## src/rtl/fc_sequencer.sv

```systemverilog
// -----------------------------------------------------------------------------
// fc_sequencer
//
// Control sequencer for the fully-connected layer datapath. A rising edge on
// `start` launches one run: the weight ROM and feature buffer are walked in
// lock-step, one MAC beat per cycle, and the MAC enable/clear strobes plus the
// output-register write strobe are generated through two tag pipelines that
// model the memory and MAC latencies.
//
// Optional feature (macro FC_ARGMAX_EN):
//   defined   - tracks the signed maximum of the written node results and
//               presents the winning node index on class_idx from the done
//               cycle onward (ties keep the lower index).
//   undefined - no compare logic; class_idx is tied to 0.
//
// Ports:
//   clk          in   rising-edge clock
//   reset        in   asynchronous, active-low reset
//   start        in   run request level; only a rising edge starts a run
//   weight_addr  out  weight ROM address (node*CHUNKS + chunk)
//   weight_en    out  weight ROM read enable
//   feat_addr    out  feature buffer address (chunk)
//   feat_en      out  feature buffer read enable
//   mac_en       out  MAC lanes consume this cycle's ROM/buffer data
//   mac_clr      out  with mac_en: accumulator loads instead of adding
//   bias_sel     out  node index of the current mac_en beat
//   acc_result   in   signed biased node sum, valid with out_we
//   out_we       out  output register write strobe
//   out_idx      out  output register index for out_we
//   busy         out  run in progress
//   done         out  one-cycle completion pulse
//   class_idx    out  argmax node index (0 when FC_ARGMAX_EN is undefined)
// -----------------------------------------------------------------------------
module fc_sequencer #(
   parameter int datawidth      = 16,
   parameter int input_nodes    = 784,
   parameter int output_nodes   = 2,
   parameter int Mult_Add_Units = 16,
   parameter int MEM_LATENCY    = 1,
   parameter int MAC_LATENCY    = 2,
   localparam int CHUNKS = input_nodes / Mult_Add_Units,
   localparam int N      = CHUNKS * output_nodes,
   localparam int AW     = $clog2(N),
   localparam int FW     = $clog2(CHUNKS),
   localparam int NW     = $clog2(output_nodes)
) (
   input  logic                        clk,
   input  logic                        reset,
   input  logic                        start,
   output logic [AW-1:0]               weight_addr,
   output logic                        weight_en,
   output logic [FW-1:0]               feat_addr,
   output logic                        feat_en,
   output logic                        mac_en,
   output logic                        mac_clr,
   output logic [NW-1:0]               bias_sel,
   input  logic signed [datawidth-1:0] acc_result,
   output logic                        out_we,
   output logic [NW-1:0]               out_idx,
   output logic                        busy,
   output logic                        done,
   output logic [NW-1:0]               class_idx
);

   if (input_nodes % Mult_Add_Units != 0) begin : g_chk_div
      $error("fc_sequencer: input_nodes must be a multiple of Mult_Add_Units");
   end
   if (MEM_LATENCY < 1 || MEM_LATENCY > 4) begin : g_chk_mem
      $error("fc_sequencer: MEM_LATENCY must be within 1..4");
   end
   if (MAC_LATENCY < 1 || MAC_LATENCY > 4) begin : g_chk_mac
      $error("fc_sequencer: MAC_LATENCY must be within 1..4");
   end

   localparam logic [AW-1:0] K_LAST     = AW'(N - 1);
   localparam logic [FW-1:0] CHUNK_LAST = FW'(CHUNKS - 1);

   typedef enum logic [1:0] {
      S_IDLE,
      S_ISSUE,
      S_DRAIN,
      S_DONE
   } state_t;

   state_t         state, state_nxt;
   logic           start_q;
   logic [AW-1:0]  k_cnt;
   logic [FW-1:0]  chunk_cnt;
   logic [NW-1:0]  node_cnt;
   logic           issuing;

   // Memory-latency tag pipeline: index 0 is loaded by the issuing beat,
   // index MEM_LATENCY-1 lines up with the ROM/buffer data.
   logic [MEM_LATENCY-1:0] mem_vld_p;
   logic [MEM_LATENCY-1:0] mem_first_p;
   logic [MEM_LATENCY-1:0] mem_last_p;
   logic [NW-1:0]          mem_node_p [MEM_LATENCY];

   // MAC-latency tag pipeline: carries only last-chunk tags toward out_we.
   logic [MAC_LATENCY-1:0] mac_vld_p;
   logic [NW-1:0]          mac_node_p [MAC_LATENCY];

   logic          mem_out_vld;
   logic          mem_out_last;
   logic [NW-1:0] mem_out_node;
   logic          mac_in_vld;
   logic          drain_empty_nxt;

   assign issuing      = (state == S_ISSUE);
   assign mem_out_vld  = mem_vld_p[MEM_LATENCY-1];
   assign mem_out_last = mem_last_p[MEM_LATENCY-1];
   assign mem_out_node = mem_node_p[MEM_LATENCY-1];
   assign mac_in_vld   = mem_out_vld & mem_out_last;

   // Both pipelines will hold no tag after the coming edge. Looking one edge
   // ahead lets done land in the cycle right after the final out_we.
   always_comb begin
      drain_empty_nxt = !mac_in_vld;
      for (int i = 0; i < MEM_LATENCY - 1; i++) begin
         if (mem_vld_p[i]) drain_empty_nxt = 1'b0;
      end
      for (int i = 0; i < MAC_LATENCY - 1; i++) begin
         if (mac_vld_p[i]) drain_empty_nxt = 1'b0;
      end
   end

   always_comb begin
      state_nxt = state;
      case (state)
         S_IDLE:  if (start && !start_q) state_nxt = S_ISSUE;
         S_ISSUE: if (k_cnt == K_LAST)   state_nxt = S_DRAIN;
         S_DRAIN: if (drain_empty_nxt)   state_nxt = S_DONE;
         S_DONE:                         state_nxt = S_IDLE;
         default:                        state_nxt = S_IDLE;
      endcase
   end

   always_ff @(posedge clk or negedge reset) begin
      if (!reset) begin
         state     <= S_IDLE;
         start_q   <= 1'b0;
         k_cnt     <= '0;
         chunk_cnt <= '0;
         node_cnt  <= '0;
         mem_vld_p <= '0;
         mac_vld_p <= '0;
      end else begin
         state   <= state_nxt;
         start_q <= start;
         if (issuing) begin
            if (k_cnt == K_LAST) begin
               k_cnt     <= '0;
               chunk_cnt <= '0;
               node_cnt  <= '0;
            end else begin
               k_cnt <= k_cnt + AW'(1);
               if (chunk_cnt == CHUNK_LAST) begin
                  chunk_cnt <= '0;
                  node_cnt  <= node_cnt + NW'(1);
               end else begin
                  chunk_cnt <= chunk_cnt + FW'(1);
               end
            end
         end
         // stage boundary: issue -> memory tag pipeline -> MAC tag pipeline
         mem_vld_p[0] <= issuing;
         for (int i = 1; i < MEM_LATENCY; i++) mem_vld_p[i] <= mem_vld_p[i-1];
         mac_vld_p[0] <= mac_in_vld;
         for (int i = 1; i < MAC_LATENCY; i++) mac_vld_p[i] <= mac_vld_p[i-1];
      end
   end

   // Tag payloads are qualified by the valid bits above and need no reset.
   always_ff @(posedge clk) begin
      mem_first_p[0] <= (chunk_cnt == '0);
      mem_last_p[0]  <= (chunk_cnt == CHUNK_LAST);
      mem_node_p[0]  <= node_cnt;
      for (int i = 1; i < MEM_LATENCY; i++) begin
         mem_first_p[i] <= mem_first_p[i-1];
         mem_last_p[i]  <= mem_last_p[i-1];
         mem_node_p[i]  <= mem_node_p[i-1];
      end
      mac_node_p[0] <= mem_out_node;
      for (int i = 1; i < MAC_LATENCY; i++) mac_node_p[i] <= mac_node_p[i-1];
   end

   // Counters return to zero when issue ends, so the addresses read 0 outside
   // a run without extra gating.
   assign weight_addr = k_cnt;
   assign weight_en   = issuing;
   assign feat_addr   = chunk_cnt;
   assign feat_en     = issuing;
   assign mac_en      = mem_out_vld;
   assign mac_clr     = mem_out_vld & mem_first_p[MEM_LATENCY-1];
   assign bias_sel    = mem_out_vld ? mem_out_node : '0;
   assign out_we      = mac_vld_p[MAC_LATENCY-1];
   assign out_idx     = out_we ? mac_node_p[MAC_LATENCY-1] : '0;
   assign busy        = (state == S_ISSUE) || (state == S_DRAIN);
   assign done        = (state == S_DONE);

`ifdef FC_ARGMAX_EN
   logic signed [datawidth-1:0] max_val;
   logic [NW-1:0]               best_idx;
   logic [NW-1:0]               best_idx_nxt;
   logic                        take_new;

   // Node 0 always seeds the maximum; later nodes must be strictly greater.
   always_comb begin
      take_new     = out_we && ((out_idx == '0) || (acc_result > max_val));
      best_idx_nxt = take_new ? out_idx : best_idx;
   end

   always_ff @(posedge clk) begin
      if (take_new) max_val <= acc_result;
   end

   // class_idx is loaded on the edge into DONE, folding in the final node's
   // result that is being written in that same cycle.
   always_ff @(posedge clk or negedge reset) begin
      if (!reset) begin
         best_idx  <= '0;
         class_idx <= '0;
      end else begin
         best_idx <= best_idx_nxt;
         if (state == S_DRAIN && state_nxt == S_DONE) class_idx <= best_idx_nxt;
      end
   end
`else
   logic unused_acc;
   assign unused_acc = ^acc_result;
   assign class_idx  = '0;
`endif

endmodule

```

## config.mk

```make
export PLATFORM = sky130hd
export DESIGN_NAME = fc_sequencer
export DESIGN_NICKNAME = d
export VERILOG_FILES = /design/src/rtl/fc_sequencer.sv
export SDC_FILE = /design/constraint.sdc
export NUM_CORES = 1
export LEC_CHECK = 0
export CAP_MARGIN = 20
export CORE_ASPECT_RATIO = 2
export CORE_MARGIN = 2
export CORE_UTILIZATION = 44
export CTS_CLUSTER_DIAMETER = 80
export DETAILED_ROUTE_END_ITERATION = 8
export PLACE_DENSITY = 0.78
export SYNTH_ARGS = -nofsm -noshare
export SYNTH_HDL_FRONTEND = slang
export SYNTH_SLANG_ARGS = --single-unit
```

## constraint.sdc

```tcl
create_clock -name clk -period 1.85 [get_ports clk]
set_input_delay 0.4625 -clock clk [delete_from_list [all_inputs] [get_ports clk]]
set_output_delay 0.4625 -clock clk [all_outputs]
set_load 0.1 [all_outputs]
```

Gate families picked out:
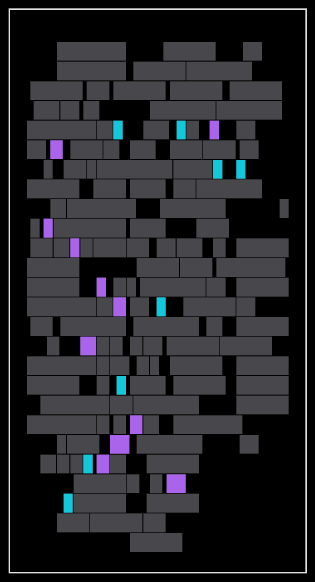
| color | family | cells |
|---|---|---|
| purple | nor cells | 11 |
| cyan | inv cells | 8 |
combinational share of cell area: 31.3%
non-filler cells, final: 168
most frequently placed logic cell in the final layout: buf_12

Wire density map:
8 x 16 tiles, from white (low) to dark blue (high), scaled to the fullest tile. Values are wire area over tile area, all layers added.
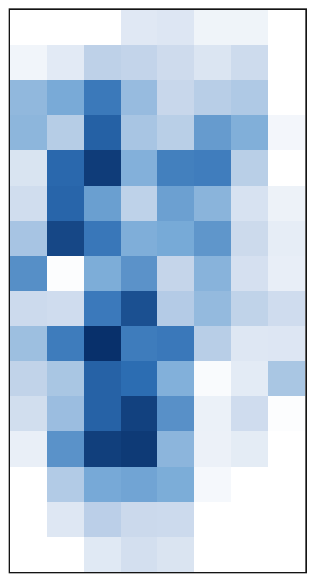
nearly empty tiles: 17%
tiles over half the peak: 25%
densest ninth of the die: middle
mean over tiles: 0.12

Layout detail:
Scale bar: 5 µm. Window x 10 to 30, y 44 to 64 µm. Cells in gray, sequential cells in the stronger gray; small squares are vias.
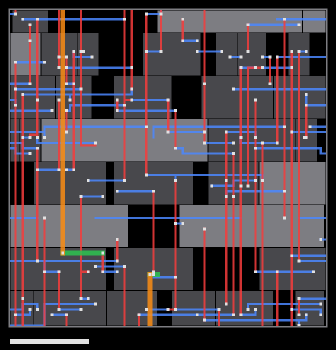
| color | layer |
|---|---|
| blue | metal 1 |
| green | metal 3 |
| orange | metal 4 |
| red | metal 2 |
sequential cells in the window: 4
cells with their middle in the window: 31
netlist names of flops here include: `weight_addr` (2)
most frequent: ha_1 (5), inv_1 (3)

Pin map:
Scale bar: 10 µm. Pins as bars across the die edge, other pins in gray.
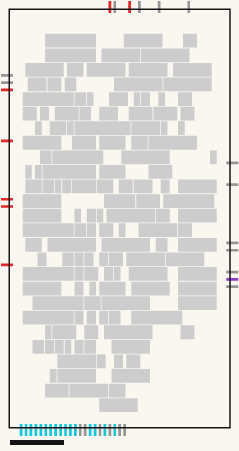
| color | port | pins | direction | edge |
|---|---|---|---|---|
| red | `weight_addr` | 7 | output | 5 left, 2 top |
| cyan | `acc_result` | 16 | input | bottom |
| purple | `mac_en` | 1 | output | right |
all pins by edge: 22 bottom, 7 right, 7 left, 6 top
die height: 77.8 µm
Port Buf Inserts: 24
overall die width: 40.9 µm

The clock network:
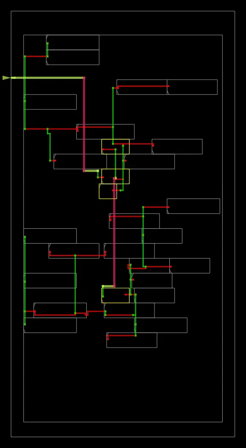
count of flip-flops and latches: 25
clock buffers: 3
number of clock sinks: 25
Worst-Skew Late Latency: 0.27 ns
Post-Route Skew: 0.00715 ns

==> run summary <==
The synthesis and PnR run went through. The flow ran to the end, and the final reports show no timing, DRC or antenna violations. For reference, the placement row count at floorplan is 26. Sorting the synthesized cells by area gives the leading types as dfrtp_1, ha_1, dfxtp_1. Data arrives at the worst endpoint at 1.32 ns. Static power due to leakage landed at 0.792 nW. Signal routing reaches up to met4. Per-cell routed wire length landed at 14.8 µm. The most critical setup path has its startpoint at state[1]. Hold is met by 0.347 ns. CTS built an H-tree with a depth of 1. Global routing met2 resource utilization landed at 30.9%. Entering global routing, the biggest net connects 21 pins. Layout overhead on the synthesized area landed at 49.4%. Counting pins that exceed their max-slew limit in the final report gives 0. For this design the ratio of total power to cell area is 505 nW/µm². Number of diodes added for antenna fixing landed at 0. The largest cell class by area is flip-flops and latches. The startpoint identified for the worst register-to-register timing path is feat_addr[0]. Summed over all nets, wire length on met2 after detailed routing comes to 1.47 mm.

Met3 capacity usage during global routing landed at 1.71%. The first global-routing pass estimated 4.20 mm of wire. Number of logic inverters in the finished layout landed at 8.

In the layout the commonest cells are buf_12, dfrtp_2, dfrtp_1, inv_1, ha_1. The count of nets left with antenna violations once routing finished came out at 0. Aggregate negative setup slack landed at 0 ns. Number of buffers added by the clock tree synthesis step landed at 3. For the worst flop-to-flop path, the logic depth is 6. STA lists the endpoint of the worst register-to-register path as node_cnt.

Final worst slack landed at 0.0672 ns. In the global route stage, overall resource usage came out at 18.6%. Multi-input combinational gate total landed at 74. Based on the critical path, the design can be clocked at up to 561 MHz. Final global-route overflow total landed at 0. The number of nets handed over by synthesis was 139. According to the report, the first pass of detailed routing completed in 4 iterations. Critical-path maximum fanout landed at 12.

Buffers outside the clock tree occupy 27.8% of the routed design's cell area. The worst VDD IR drop from the latest analysis is 0.000494 V. After technology mapping, the gate count stands at 111. In this run the register-to-register setup slack is 0.17 ns.

Sequential cell area landed at 617 µm². The worst hold path terminates at mac_node_p[0][1]. Yosys printed 0 warnings. Post-detailed-placement cell area landed at 1720 µm². Initial antenna violation count landed at 0. Number of hold violations in the final report landed at 0.

In this run the worst setup path terminates at feat_en. Routability-driven placement finished with a final weighted congestion of 0.848. Clock period minus worst slack landed at 1.78 ns. Number of DRC markers in iteration 0 landed at 25.

The timing report shows that the slowest cell on the worst path is dfrtp_1. In this run the most used layer during global routing was met2. Hold repair after CTS inserted 0 buffers. In this run the biggest area consumer among cell types represents 41.8% of the synthesized area. Number of tap instances landed at 28. Clock tree buffers and inverters occupy 2.80% of the routed design's cell area. Looking at hold timing, the worst path starts from mac_node_p[0][0]. Share of final-layout standard cells stronger than drive strength 1 landed at 36.4%.

Number of flip-flops and latches in the synthesized netlist landed at 25. Number of cells upsized or downsized after cts landed at 0. Setup repair after global routing left no endpoint under its margin. Vias after detailed routing landed at 923. The path class of the tightest hold or removal check is register to register. The via count of the first global-routing pass was 953.

With fillers left out, the area of the finished cells amounts to 1790 µm². STA classifies the critical path endpoint as an output port. Per the detail_route report, DRC violations left total 0. The synthesized netlist occupies a cell area of 1200 µm². The critical path is of the register to output port type. Logic area landed at 561 µm². Total half-perimeter wirelength after legalization and detailed placement landed at 1.84 mm. Listed in order, past its start point the critical path passes inv_1 -> ha_4 -> buf_12. In this run the count of I/O pins placed on the die edge is 42. According to the timing report, the data required time at the worst endpoint equals 1.39 ns. Sequential share of cell area landed at 34.5%. The end-of-flow timing check tallies setup violations at 0. Of the available clock period, the critical path in the final layout requires 96.4%.

The worst setup path is launched from a register. The number of warnings reported in the stage logs is 48. The gate-level netlist out of Yosys references 33 unique cell types. The pre-CTS setup check shows a worst slack of 0.00666 ns. After detailed routing, the met3 layer carries 67 µm of wire. After synthesis, the chip area reported by Yosys is 1200 µm².

Once the clock tree was built, the setup fixing pass inserted 2 buffers. Deepest clock path buffer count landed at 2. Fill cells in the final layout number 186. Layout net count landed at 169.
## registers in the layout, indices dropped and copies added, names as in the netlist
| register | flops |
|---|---|
| weight_addr | 7 |
| feat_addr | 6 |
| mac_node_p | 2 |
| mac_vld_p | 2 |
| state | 2 |
| mac_en | 1 |
| mem_first_p | 1 |
| mem_last_p | 1 |
| mem_node_p | 1 |
| node_cnt | 1 |
| start_q | 1 |
## synth_stat cells, drive strengths merged
library cell  number
nand2              6
nand3              5
buf                3
xnor2              5
ha                 9
a21oi              5
and4bb             1
nor2b              1
nor2               4
nor3b              2
a21o               2
conb               1
nand2b             2
and2               5
mux2               1
a32oi              1
o22ai              2
nand4bb            1
nor3               4
o2bb2ai            1
a22oi              1
dfrtp             20
nand4              4
o31ai              1
inv                8
mux2i              1
dfxtp              5
clkbuf             1
o21ai              9
## power breakdown
| part | switching (mW) | total (mW) | leakage [nW] | internal, mW |
|---|---|---|---|---|
| logic | 0.0178 | 0.0230 | 0.487 | 0.00521 |
| registers | 0.000237 | 0.545 | 0.279 | 0.545 |
| clock network | 0.178 | 0.335 | 0.0261 | 0.158 |
## critical path, delay by kind of cell (launching register included)
kind,cells,cell delay [ns]
DFF,1,0.41
buffers and inverters,2,0.36
adders and majority gates,1,0.29
## cells by family (layout without fill, tap and decap cells)
family	after synthesis	after routing	synth area share, %
flops	25	25	50.1
fa+ha+maj	9	9	9.39
xor+xnor	5	5	3.65
mux	2	2	2.09
simple gates	35	35	18.2
buf+inv	12	41	4.49
other cells	1	1	0.313
compound gates	22	22	11.8
## metrics by stage
stage	util [%]	std cells
after floorplan	-	111
after global placement	66.8	161
after detailed placement	66.8	161
after CTS	69.4	167
after global routing	69.7	168
final	69.7	168
No activity file was given, so power comes from the tool's default toggle rates.
